File: src/rtl/pt_arbiter.sv
// pt_arbiter: round-robin scheduler that shares the renderer point port
// (x/y/hue + req/ack) between N_SRC point generators. The winner's point is
// latched, forwarded on the renderer handshake, and then a one-cycle ack is
// returned to the winning source.
module pt_arbiter #(
   parameter int N_SRC = 4,
   parameter int IDW   = (N_SRC > 1) ? $clog2(N_SRC) : 1
) (
   input  logic               clock,
   input  logic               reset,
   input  logic [N_SRC-1:0]   src_en_i,
   input  logic [8*N_SRC-1:0] src_x_i,
   input  logic [8*N_SRC-1:0] src_y_i,
   input  logic [8*N_SRC-1:0] src_h_i,
   input  logic [N_SRC-1:0]   src_req_i,
   output logic [N_SRC-1:0]   src_ack_o,
   output logic [7:0]         pt_x_o,
   output logic [7:0]         pt_y_o,
   output logic [7:0]         pt_h_o,
   output logic               pt_req_o,
   input  logic               pt_ack_i,
   output logic [IDW-1:0]     grant_o,
   output logic               busy_o
);

   typedef enum logic [1:0] {
      IDLE = 2'd0,
      FWD  = 2'd1,
      ACK  = 2'd2
   } state_t;

   state_t           state_q;
   logic [IDW-1:0]   last_q;
   logic [IDW-1:0]   grant_q;
   logic [N_SRC-1:0] ack_q;
   logic [7:0]       x_q, y_q, h_q;
   logic             req_q;
   logic             busy_q;

   logic [N_SRC-1:0] elig;
   logic             hi_vld, lo_vld;
   logic [IDW-1:0]   hi_idx, lo_idx;
   logic             win_vld_d;
   logic [IDW-1:0]   win_d;
   logic [7:0]       win_x_d, win_y_d, win_h_d;
   logic [N_SRC-1:0] grant_oh;

   assign elig = src_req_i & src_en_i;

   // Round-robin pick: lowest eligible index above last wins, else lowest overall.
   always_comb begin
      // NOTE: every comb output gets a default first so no path can infer a latch.
      hi_vld = 1'b0;
      lo_vld = 1'b0;
      hi_idx = '0;
      lo_idx = '0;
      for (int i = 0; i < N_SRC; i++) begin
         if (elig[i]) begin
            if (i > int'(last_q)) begin
               if (!hi_vld) begin
                  hi_vld = 1'b1;
                  hi_idx = IDW'(i);
               end
            end else if (!lo_vld) begin
               lo_vld = 1'b1;
               lo_idx = IDW'(i);
            end
         end
      end
      win_vld_d = hi_vld | lo_vld;
      win_d     = hi_vld ? hi_idx : lo_idx;
   end

   // Point mux for the winner and one-hot decode of the current grant.
   always_comb begin
      win_x_d  = '0;
      win_y_d  = '0;
      win_h_d  = '0;
      grant_oh = '0;
      for (int i = 0; i < N_SRC; i++) begin
         if (IDW'(i) == win_d) begin
            win_x_d = src_x_i[8*i +: 8];
            win_y_d = src_y_i[8*i +: 8];
            win_h_d = src_h_i[8*i +: 8];
         end
         grant_oh[i] = (IDW'(i) == grant_q);
      end
   end

   // Arbitration FSM with registered outputs.
   always_ff @(posedge clock or posedge reset) begin
      if (reset) begin
         state_q <= IDLE;
         last_q  <= IDW'(N_SRC - 1);
         grant_q <= '0;
         ack_q   <= '0;
         x_q     <= '0;
         y_q     <= '0;
         h_q     <= '0;
         req_q   <= 1'b0;
         busy_q  <= 1'b0;
      end else begin
         // NOTE: non-blocking default here is overridden by a later <= in the same
         // edge, which keeps the source ack to exactly one cycle.
         ack_q <= '0;
         case (state_q)
            IDLE: begin
               if (win_vld_d) begin
                  x_q     <= win_x_d;
                  y_q     <= win_y_d;
                  h_q     <= win_h_d;
                  grant_q <= win_d;
                  req_q   <= 1'b1;
                  busy_q  <= 1'b1;
                  state_q <= FWD;
               end
            end
            FWD: begin
               if (pt_ack_i) begin
                  req_q   <= 1'b0;
                  ack_q   <= grant_oh;
                  last_q  <= grant_q;
                  state_q <= ACK;
               end
            end
            ACK: begin
               // Acked source still shows req this cycle, so no arbitration here.
               busy_q  <= 1'b0;
               state_q <= IDLE;
            end
            default: begin
               state_q <= IDLE;
            end
         endcase
      end
   end

   assign src_ack_o = ack_q;
   assign pt_x_o    = x_q;
   assign pt_y_o    = y_q;
   assign pt_h_o    = h_q;
   assign pt_req_o  = req_q;
   assign grant_o   = grant_q;
   assign busy_o    = busy_q;

endmodule

File: config.mk
export PLATFORM = sky130hd
export DESIGN_NAME = pt_arbiter
export DESIGN_NICKNAME = d
export VERILOG_FILES = /design/src/rtl/pt_arbiter.sv
export SDC_FILE = /design/constraint.sdc
export NUM_CORES = 1
export LEC_CHECK = 0
export ABC_CLOCK_PERIOD_IN_PS = 3900
export CAP_MARGIN = 20
export CORE_MARGIN = 10
export CORE_UTILIZATION = 30
export CTS_BUF_LIST = sky130_fd_sc_hd__clkbuf_16
export CTS_CLUSTER_SIZE = 25
export DETAILED_ROUTE_END_ITERATION = 10
export PLACE_DENSITY = 0.61
export SLEW_MARGIN = 20
export SYNTH_ARGS = -nofsm -noshare
export SYNTH_HDL_FRONTEND = slang
export SYNTH_SLANG_ARGS = --single-unit
File: constraint.sdc
create_clock -name clock -period 3.9 [get_ports clock]
set_input_delay 0.78 -clock clock [delete_from_list [all_inputs] [get_ports clock]]
set_output_delay 0.78 -clock clock [all_outputs]
set_load 0.1 [all_outputs]
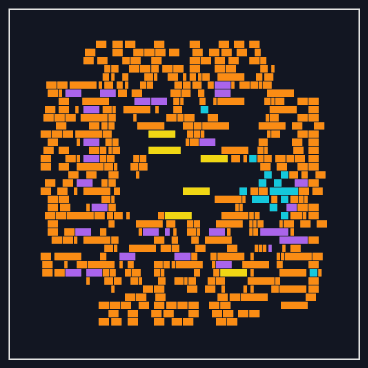
(run_1/drive_strength.png)
(3 px per um)
legend:
  yellow:
    size: drive 6 and up
    cells: 6
    share: 1.4%
  orange:
    size: drive 1 or less
    cells: 384
    share: 90%
  purple:
    size: drive 2
    cells: 26
    share: 6.1%
  cyan:
    size: drive 3 to 4
    cells: 13
    share: 3.0%

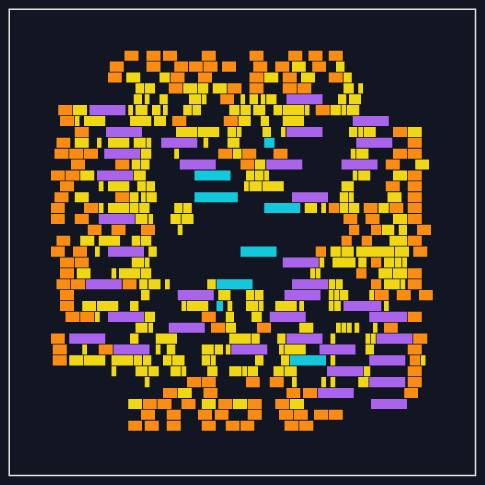
(run_1/cell_classes.png)
(4 px per um)
legend:
  yellow:
    class: all other logic
    cells: 237
  purple:
    class: flip-flops
    cells: 36
  cyan:
    class: clock drivers and dummy loads
    cells: 8
  orange:
    class: other buffers and delay cells
    cells: 148
Core ar.: 0.009109 mm^2
flop share of the area: 20.53%
FP Rows: 35

==> results_dict.tcl, run 1 <==
# place-and-route summary
set metrics [dict create \
    p_sw_mw 1.880 \
    status "finished clean" \
    dr.pass1.iters 6 \
    nNetsFinal 535 \
    synth.avg_cell_area_um2 9.095 \
    cts_resized 0 \
    slew_viol_final 0 \
    die_area_mm2 0.01349 \
    yosysTopAreaCellShare_pct 30.67 \
    cts_tree "built" \
    bufAreaShareNonClock_pct 33.11 \
    power_leader "combinational logic" \
    rr_endpoint "pt_x_o[0]" \
    power_frac_comb_pct 66.7 \
    clockPowerShare_pct 13.6 \
    synthCells 305 \
    drv_cap 0 \
    p_seq_share_pct 19.7 \
    grt_usage_pct 15.14 \
    io_pins 139 \
    dp_slack_ns 0.8076 \
    async_flop_share_pct 100.0 \
    post_cts.repair.setup_buffers 0 \
    cp_top_family "AND-OR/OR-AND gates" \
    grt_pass1_vias 3109 \
    rsz0062_at_grt "false" \
]
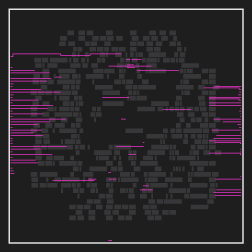
(run_1/met3.png)
(2 px per um)
longest straight run: 27.8 um
main direction: horizontal
wire length on this layer: 847 um
nets with wire on the layer: 82

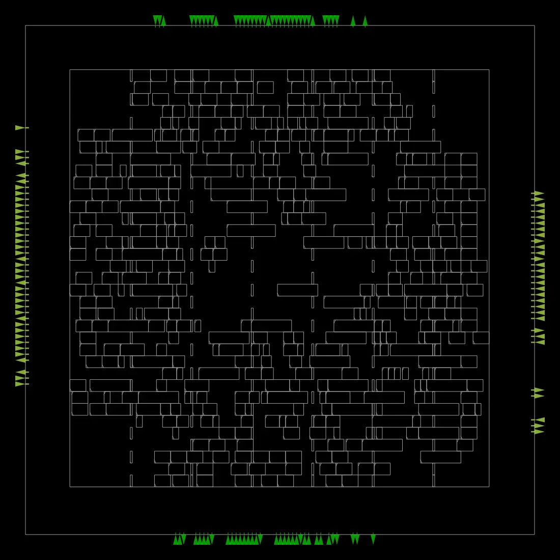
(run_1/final_placement.png)
FILL cells: 882
# Taps: 111
Flops: 36
Core Util, Final: 48.30%

==> run 2: changes to the inputs <==
Settings changed: ABC_CLOCK_PERIOD_IN_PS 3900 to 2400, PLACE_DENSITY 0.61 to 0.63.
Clock period 3.9 ns to 2.4 ns, I/O delays scaled along.
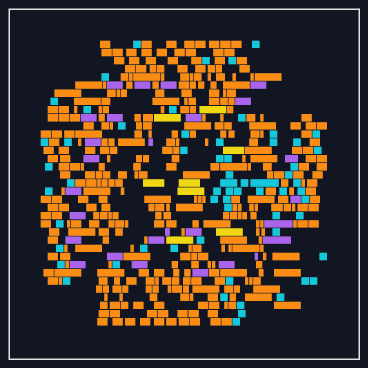
(run_2/drive_strength.png)
(3 px per um)
legend:
  cyan:
    size: drive 3 to 4
    cells: 62
    share: 14%
  orange:
    size: drive 1 or less
    cells: 353
    share: 78%
  purple:
    size: drive 2
    cells: 27
    share: 6.0%
  yellow:
    size: drive 6 and up
    cells: 8
    share: 1.8%

==> run 2 against run 1 <==
Against the previous run: final cell count up 3.9%; worst hold slack better by 0.0015 ns; clock power up 41%; flip-flop count unchanged; largest cell class unchanged; die area unchanged; count of clock-buffer cells in the layout unchanged; total power up 62%; critical endpoint is now pt_x_o[5]; first-iteration DRC count down 6.1%.
==> results_dict.tcl, run 2 <==
# place-and-route summary
set metrics [dict create \
    status "finished clean" \
    grt_usage_pct 15.89 \
    rr_endpoint "pt_x_o[5]" \
    drv_cap 0 \
    area_growth_pct 61.70 \
    p_sw_mw 3.116 \
    cp_top_family "buffers and inverters" \
    cts_resized 0 \
    cts_tree "built" \
    dr.pass1.iters 5 \
    portBuffers 138 \
    fin_util_pct 49.24 \
    n_tap_cell 111 \
    io_pins 139 \
    design.core.area_mm2 0.009109 \
    most_common_cell "nand2_1" \
    dp_slack_ns -0.2589 \
    clockPowerShare_pct 11.9 \
    num_rows 35 \
    numSynthFlops 36 \
    critical_path_peak_fanout 10 \
    die_area_mm2 0.01349 \
    rsz0062_at_grt "false" \
    power_frac_comb_pct 68.4 \
    viasPerCell 5.398 \
    top_area_cell_class "multi-input combinational cells" \
    clockBufferDepth 2 \
    bufAreaShareNonClock_pct 35.03 \
    async_flop_share_pct 100.0 \
    ff_count 36 \
    grt_pass1_vias 3261 \
    post_cts.repair.setup_buffers 0 \
    seqAreaFraction_pct 20.14 \
    nFillCells 871 \
    cts_hold_buf 0 \
    p_leak_nw 1.969 \
    yosysTopAreaCellShare_pct 30.67 \
    p_seq_share_pct 19.7 \
    nNetsFinal 556 \
    p_clk_mw 0.647 \
]
No activity file was given, so power comes from the tool's default toggle rates.
